**config.mk**
```make
export PLATFORM = sky130hd
export DESIGN_NAME = pkt_meta_out_sched
export DESIGN_NICKNAME = d
export VERILOG_FILES = /design/src/rtl/pkt_meta_out_sched_pkg.sv /design/src/rtl/pkt_meta_out_sched_skid.sv /design/src/rtl/pkt_meta_out_sched.sv
export SDC_FILE = /design/constraint.sdc
export NUM_CORES = 1
export LEC_CHECK = 0
export ABC_AREA = 1
export CORE_AREA = 2 2 235 237
export CTS_CLUSTER_DIAMETER = 100
export DETAILED_ROUTE_END_ITERATION = 8
export DIE_AREA = 0 0 237 239
export PLACE_DENSITY_LB_ADDON = 0.05
export SLEW_MARGIN = 0
export SYNTH_ARGS = -nofsm -noshare
export SYNTH_HDL_FRONTEND = slang
export SYNTH_HIERARCHICAL = 1
export SYNTH_SLANG_ARGS = --single-unit
```
**constraint.sdc**
```tcl
create_clock -name i_clk -period 9.7 [get_ports i_clk]
set_input_delay 1.455 -clock i_clk [delete_from_list [all_inputs] [get_ports i_clk]]
set_output_delay 1.455 -clock i_clk [all_outputs]
set_load 0.02 [all_outputs]
```
**src/rtl/pkt_meta_out_sched_pkg.sv**
```systemverilog
// rtl/pkt_meta_out_sched_pkg.sv - shared widths, beat tags, metadata offsets and FSM encoding
package pkt_meta_out_sched_pkg;

  localparam int PKT_W         = 134;
  localparam int META_W        = 128;
  localparam int MAX_BEATS_DEF = 128;
  localparam int META_LEN_LSB  = 0;
  localparam int META_DROP_BIT = 127;

  localparam logic [1:0] TAG_HEAD = 2'b01;
  localparam logic [1:0] TAG_TAIL = 2'b10;

  typedef enum logic [1:0] {
    ST_IDLE,
    ST_META_WAIT,
    ST_STREAM,
    ST_DROP
  } pms_state_t;

  // 16B beats needed for a byte length; 17 bits so an oversize length stays visible
  function automatic logic [16:0] beats_from_len(input logic [15:0] len);
    return ({1'b0, len} + 17'd15) >> 4;
  endfunction

endpackage

```
**src/rtl/pkt_meta_out_sched_skid.sv**
```systemverilog
// rtl/pkt_meta_out_sched_skid.sv - one-entry bypass skid register for packet beats
module pms_skid_reg
  import pkt_meta_out_sched_pkg::*;
(
  input  logic             clk,
  input  logic             rst,
  input  logic [PKT_W-1:0] up_tdata,
  input  logic             up_tvalid,
  output logic             up_tready,
  output logic [PKT_W-1:0] dn_tdata,
  output logic             dn_tvalid,
  input  logic             dn_tready
);

  logic             full;
  logic [PKT_W-1:0] hold_q;

  // a beat only lands here when downstream refuses it on arrival
  always_ff @(posedge clk or posedge rst) begin
    if (rst) begin
      full   <= 1'b0;
      hold_q <= '0;
    end else if (full) begin
      if (dn_tready) full <= 1'b0;
    end else if (up_tvalid && !dn_tready) begin
      full   <= 1'b1;
      hold_q <= up_tdata;
    end
  end

  assign up_tready = !full;
  assign dn_tvalid = full || up_tvalid;
  assign dn_tdata  = full ? hold_q : up_tdata;

endmodule

```
**src/rtl/pkt_meta_out_sched.sv**
```systemverilog
// rtl/pkt_meta_out_sched.sv - pops one metadata entry, then streams or drops exactly that packet's beats
module pkt_meta_out_sched
  import pkt_meta_out_sched_pkg::*;
#(
  parameter int MAX_BEATS = MAX_BEATS_DEF,
  parameter int LEN_LSB   = META_LEN_LSB,
  parameter int DROP_BIT  = META_DROP_BIT
) (
  input  logic              i_clk,
  input  logic              i_rst,
  input  logic              i_empty_meta,
  output logic              o_rden_meta,
  input  logic [META_W-1:0] i_dout_meta,
  input  logic              i_empty_pkt,
  output logic              o_rden_pkt,
  input  logic [PKT_W-1:0]  i_dout_pkt,
  input  logic              i_ready,
  output logic              o_pkt_valid,
  output logic [PKT_W-1:0]  o_pkt,
  output logic [META_W-1:0] o_meta,
  output logic              o_meta_valid,
  output logic              o_err,
  output logic [31:0]       o_pkt_cnt,
  output logic [31:0]       o_drop_cnt
);

  localparam int               CNT_W         = $clog2(MAX_BEATS + 1);
  localparam logic [CNT_W-1:0] MAX_CNT       = CNT_W'(MAX_BEATS);
  localparam logic [16:0]      MAX_LEN_BEATS = 17'(MAX_BEATS);

  pms_state_t       state;
  logic [CNT_W-1:0] remaining;
  logic             ret, ret_last, first_ret, first_out;
  logic             skid_ready, dn_tvalid;
  logic [PKT_W-1:0] dn_tdata;
  logic [15:0]      meta_len;
  logic [16:0]      beats_raw;
  logic             len_bad;
  logic [CNT_W-1:0] beats_ld;
  logic             rden_pkt, rden_meta, accept, stream_done, drop_done, tag_ok;
  logic [1:0]       ret_tag;

  assign meta_len  = i_dout_meta[LEN_LSB +: 16];
  assign beats_raw = beats_from_len(meta_len);
  assign len_bad   = (meta_len == 16'd0) || (beats_raw > MAX_LEN_BEATS);

  always_comb begin
    beats_ld = beats_raw[CNT_W-1:0];
    if (meta_len == 16'd0)               beats_ld = CNT_W'(1);
    else if (beats_raw > MAX_LEN_BEATS)  beats_ld = MAX_CNT;
  end

  always_comb begin
    rden_pkt = 1'b0;
    if (state == ST_STREAM)
      rden_pkt = (remaining != '0) && !i_empty_pkt && i_ready && skid_ready;
    else if (state == ST_DROP)
      rden_pkt = (remaining != '0) && !i_empty_pkt;
  end

  // at most one beat is ever in flight, so a presented beat with nothing left to read is the tail
  assign accept      = dn_tvalid && i_ready;
  assign stream_done = (state == ST_STREAM) && (remaining == '0) && accept;
  assign drop_done   = (state == ST_DROP) && (remaining == '0) && ret;
  assign rden_meta   = !i_rst && !i_empty_meta && ((state == ST_IDLE) || stream_done);

  assign ret_tag = i_dout_pkt[PKT_W-1 -: 2];

  always_comb begin
    tag_ok = 1'b1;
    if (first_ret && ret_last) tag_ok = ret_tag[0];
    else if (first_ret)        tag_ok = (ret_tag == TAG_HEAD);
    else if (ret_last)         tag_ok = (ret_tag == TAG_TAIL);
  end

  always_ff @(posedge i_clk or posedge i_rst) begin
    if (i_rst) begin
      state      <= ST_IDLE;
      remaining  <= '0;
      ret        <= 1'b0;
      ret_last   <= 1'b0;
      first_ret  <= 1'b0;
      first_out  <= 1'b0;
      o_meta     <= '0;
      o_err      <= 1'b0;
      o_pkt_cnt  <= '0;
      o_drop_cnt <= '0;
    end else begin
      ret      <= rden_pkt;
      ret_last <= rden_pkt && (remaining == CNT_W'(1));
      if (rden_pkt) remaining <= remaining - CNT_W'(1);
      if (ret && (state == ST_STREAM || state == ST_DROP)) begin
        first_ret <= 1'b0;
        if (!tag_ok) o_err <= 1'b1;
      end
      if (o_meta_valid) first_out <= 1'b0;
      if (stream_done)  o_pkt_cnt  <= o_pkt_cnt + 32'd1;
      if (drop_done)    o_drop_cnt <= o_drop_cnt + 32'd1;

      case (state)
        ST_IDLE: if (rden_meta) state <= ST_META_WAIT;
        ST_META_WAIT: begin
          o_meta    <= i_dout_meta;
          remaining <= beats_ld;
          first_ret <= 1'b1;
          first_out <= 1'b1;
          if (len_bad) o_err <= 1'b1;
          state <= i_dout_meta[DROP_BIT] ? ST_DROP : ST_STREAM;
        end
        ST_STREAM: if (stream_done) state <= rden_meta ? ST_META_WAIT : ST_IDLE;
        ST_DROP:   if (drop_done) state <= ST_IDLE;
        default:   state <= ST_IDLE;
      endcase
    end
  end

  pms_skid_reg u_skid (
    .clk       (i_clk),
    .rst       (i_rst),
    .up_tdata  (i_dout_pkt),
    .up_tvalid (ret && (state == ST_STREAM)),
    .up_tready (skid_ready),
    .dn_tdata  (dn_tdata),
    .dn_tvalid (dn_tvalid),
    .dn_tready (i_ready)
  );

  assign o_rden_meta  = rden_meta;
  assign o_rden_pkt   = rden_pkt;
  assign o_pkt_valid  = dn_tvalid;
  assign o_pkt        = dn_tvalid ? dn_tdata : '0;
  assign o_meta_valid = (state == ST_STREAM) && first_out && accept;

endmodule
```
Run 1, routed clock nets over the placement:
Scale: 2 px per µm.
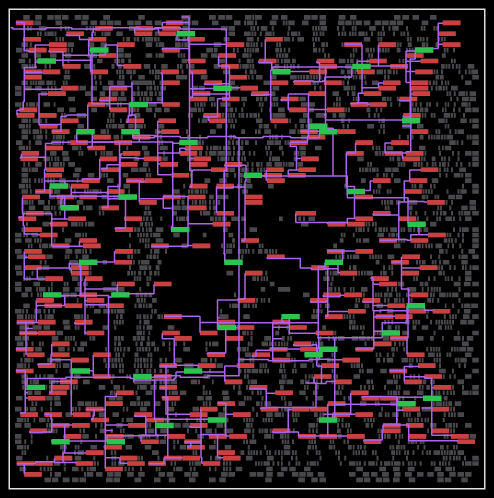
[flip-flops] red | count: 342
[clock wires] purple | length: 5520 µm
[clock-net drivers] green | count: 43
flops lie: all over the die
routed clock nets: 44

Run 1, clock wiring as the flow saved it:
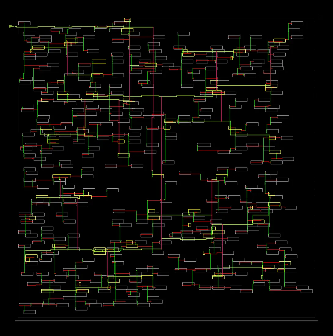
clkbuf count: 67
Clock Skew: 0.0200 ns
flop count: 342
clock group total power: 0.00163 W

==> results_dict.tcl, run 1 <==
# implementation run metrics
set metrics [dict create \
    status "completed" \
    grt_pass1_wl_um 98000 \
    p_total_w 0.00657 \
    reg2reg_depth 12 \
    cts_tree "done" \
    post-cts-setup-buffers 0 \
    critical_path.slowest_cell "clkdlybuf4s50_1" \
    r2r-end "o_pkt_cnt[25]" \
    cp_top_family "buffers and inverters" \
    clk_path_buf_depth 3 \
    n_all_buffers 609 \
    syn-instance-count 2442 \
    p_per_area_nw_per_um2 257 \
    ys_sh_aoi_pct 1.51 \
    ys_cells 2442 \
    antenna_found_initial 12 \
    top_cell "nand2_1" \
    min_path_cells 2 \
    rsz0062_at_grt "no" \
    wl_per_cell_um 17.2 \
    hold_slack_ns 0.465 \
    synthTopLogicFamily "simple AND/OR/NAND/NOR gates" \
    dp_hpwl_um 44900 \
    via_count 17328 \
    crit_type "reg2out" \
    grt_usage_pct 22.0 \
    ys_chip_area_um2 17800 \
    comb-power_w 0.00262 \
    fin_crit_sh_pct 58.6 \
    gr-max-usage-layer "met2" \
    stdcell_count 3704 \
    synthTopCellsByArea "dfrtp_1, nand2_1, nand4_1" \
    syn_area_um2 17800 \
    power_leader "combinational cells" \
    clock.fmax_mhz 176 \
    place_congestion 0.844 \
    path_clk_slew_ns 0.06 \
]
Run 1, metal 3:
Scale: 1.5 px per µm.
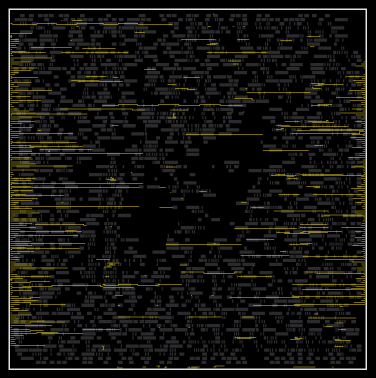
longest straight run: 88.1 µm
wire length on this layer: 5130 µm

==> run 1: state kept, by name, indices dropped and copies added (netlist names) <==
signal / count
ret_last: 1
u_skid/full: 1
first_out: 1
ret: 1
o_drop_cnt: 32
o_pkt_cnt: 32
o_err: 1
state: 2
u_skid/hold_q: 134
remaining: 8
o_meta: 128
first_ret: 1
==> run 1: layout by cell type, fill, tap and decap left out, drive strengths merged <==
cell,instances
nor2,94
buf,12
dfrtp,342
a31oi,1
nand2,1309
bufinv,2
o21a,1
a21oi,17
clkbuf,67
inv,212
o21ai,31
a211oi,2
mux2,5
nor4,9
nor3b,2
clkdlybuf4s50,597
clkinvlp,1
nor3,17
ha,4
xor2,32
nand4,164
xnor2,30
and3,1
clkinv,6
nand3,32
or2,1
diode,9
==> inputs of run 2 (changes only) <==
- clock period: 9.7 -> 5.1 ns (I/O delays scaled with it)
==> run 2 against run 1 <==
Non-clock buffer count is 2 higher. Clock power is 85% higher. Worst hold slack worse by 0.0011 ns. Final area is essentially flat. Sequential power grew 89%. Area after synthesis stayed put. Register-to-register slack got worse by 4.5 ns. Clock-buffer cell count shrank 8. Via count fell by 0.50%. Sequential cell count unchanged.
==> results_dict.tcl, run 2 <==
# implementation run metrics
set metrics [dict create \
    rsz0062_at_grt "no" \
    comb-power_w 0.00505 \
    ys_chip_area_um2 17800 \
    regArea_um2 8560 \
    worst-path-max-fanout 141 \
    ys_sh_aoi_pct 1.51 \
    path_clk_slew_ns 0.05 \
    top_register "u_skid/hold_q" \
    seq_cells 342 \
    top_area_cell "dfrtp_1" \
    reg2reg_depth 6 \
    crit_type "reg2out" \
    largestRegisters "u_skid/hold_q: 134 flops, o_meta: 128 flops" \
    clk_path_buf_depth 3 \
    post-cts-setup-buffers 0 \
    p_total_w 0.0124 \
    top_cell "nand2_1" \
    use_met2_pct 36.0 \
    tns_ns 0 \
    status "completed" \
    reg2reg_setup_slack_ns 1.75 \
    seq_share_pct 33.5 \
    min_path_cells 2 \
    synthTopCellsByArea "dfrtp_1, nand2_1, nand4_1" \
    grt_pass1_wl_um 96900 \
    cts_tree "done" \
    clock.fmax_mhz 256 \
    met1_usage_pct 26.6 \
    lay_top_count "nand2_1" \
    wl_per_cell_um 16.9 \
    cp_top_family "buffers and inverters" \
    critical_path.slowest_cell "clkdlybuf4s50_1" \
    r2r-end "u_skid/hold_q[41]" \
    n_all_buffers 611 \
    finalClockSkew_ns 0.0233 \
    dp_hpwl_um 43200 \
    syn_area_um2 17800 \
    via_count 17241 \
    synthTopLogicFamily "simple AND/OR/NAND/NOR gates" \
    grt_usage_pct 21.6 \
    final_cell_mix "nand2_1, clkdlybuf4s50_1, dfrtp_1, inv_1, nand4_1" \
    p_clk_w 0.00302 \
    p_per_area_nw_per_um2 487 \
    power_leader "combinational cells" \
    antenna_found_initial 12 \
    gr-max-usage-layer "met2" \
    ys_cells 2442 \
    syn-instance-count 2442 \
]
-- run 2: cell types whose count changed in the layout (fill, tap and decap cells not counted), sizes merged --
cell and delta:
diode -3, clkinvlp +4, inv -2, clkbuf -8, clkinv +3, buf +2
bufinv +1
-- run 2: worst max path at each step --
| stage | start | to | slack, ns |
|---|---|---|---|
| 2_1_floorplan | i_rst | u_skid/full | 0.72 |
| 3_3_place_gp | i_ready | o_rden_meta | 1.45 |
| 3_5_place_dp | i_ready | u_skid/hold_q[25] | 1.42 |
| 4_1_cts | u_skid/full | o_pkt[133] | 1.09 |
| 5_1_grt | u_skid/full | o_pkt[51] | 0.95 |
| 6_report | u_skid/full | o_pkt[58] | 1.19 |
Run 2, routed clock nets over the placement:
Scale: 2 px per µm.
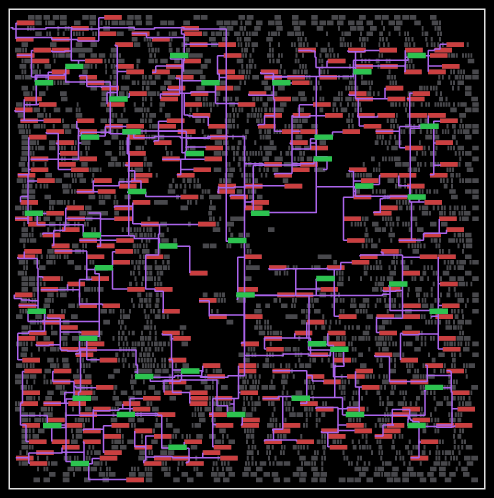
[clock-net drivers] green | count: 43
[clock wires] purple | length: 5440 µm
[flip-flops] red | count: 342
routed clock nets: 44
flops lie: all over the die

Run 2, clock wiring as the flow saved it:
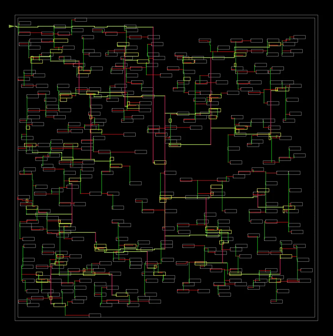
# clock sinks: 342
CTS Buf Count: 43
clkbuf count: 59

==> inputs of run 3 (changes only) <==
- clock period: 5.1 -> 3.15 ns (I/O delays scaled with it)
==> run 3 against run 2 <==
Sequential share of layout area shrank 0.58 points. Critical path depth down 1. Clock-buffer cell count is 2 higher. Clock skew is 0.0079 ns lower. Largest power group unchanged. Synthesized cell count did not move. Register-to-register slack worse by 1.1 ns.
==> results_dict.tcl, run 3 <==
# implementation run metrics
set metrics [dict create \
    syn-instance-count 2442 \
    antenna_found_initial 11 \
    status "completed" \
    path_clk_slew_ns 0.06 \
    ys_sh_aoi_pct 1.51 \
    finalClockSkew_ns 0.0154 \
    crit_start "u_skid/full" \
    crit_type "reg2out" \
    synthTopLogicFamily "simple AND/OR/NAND/NOR gates" \
    ys_chip_area_um2 17800 \
    via_count 17459 \
    top_register "u_skid/hold_q" \
    reg2reg_depth 6 \
    critical_path.slowest_cell "clkdlybuf4s50_1" \
    reg2reg_setup_slack_ns 0.65 \
    seq_cells 342 \
    lay_top_count "nand2_1" \
    worst-path-max-fanout 50 \
    ys_cells 2442 \
    synthTopCellsByArea "dfrtp_1, nand2_1, nand4_1" \
    tns_ns 0 \
    largestRegisters "u_skid/hold_q: 134 flops, o_meta: 128 flops" \
    seq_share_pct 32.9 \
    n_all_buffers 630 \
    top_area_cell "dfrtp_1" \
    grt_pass1_wl_um 97600 \
    clk_path_buf_depth 3 \
    rsz0062_at_grt "yes" \
    top_cell "nand2_1" \
    power_leader "combinational cells" \
    numClockSinks 342 \
]
==> run 3: cell counts after synthesis <==
Identical to the previous run, type by type.
==> run 3: repair_timing <==
item | CTS | global route
resized | 4 | 45
pin swaps | 0 | 0
setup buffers | 0 | 0
setup endpoints to repair | 7 | 134
hold buffers | 0 | 0
gates cloned | 0 | 3
==> run 3: routing by layer <==
metal | GRT usage [%] | share of wire (%) | up-vias
li1 | - | - | 8606
met1 | 27.6 | 42 | 8210
met2 | 36.3 | 48 | 535
met3 | 6.09 | 7.5 | 98
met4 | 6.69 | 2.6 | 10
met5 | 0 | 0.087 | -
Run 3, clock wiring as the flow saved it:
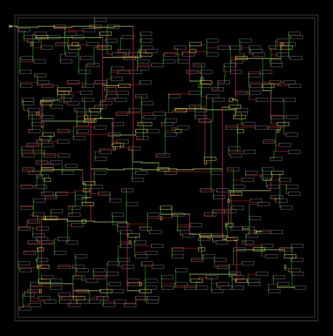
CTS Buf Count: 42
clkbuf count: 61
clock group total power: 0.00483 W

Run 3, metal 3:
Scale: 1.5 px per µm.
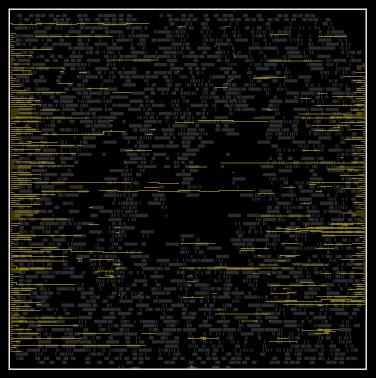
share of all routed wire: 7.5%
nets with wire on the layer: 352
longest straight run: 95.7 µm
main direction: horizontal

No activity file was given, so power comes from the tool's default toggle rates.
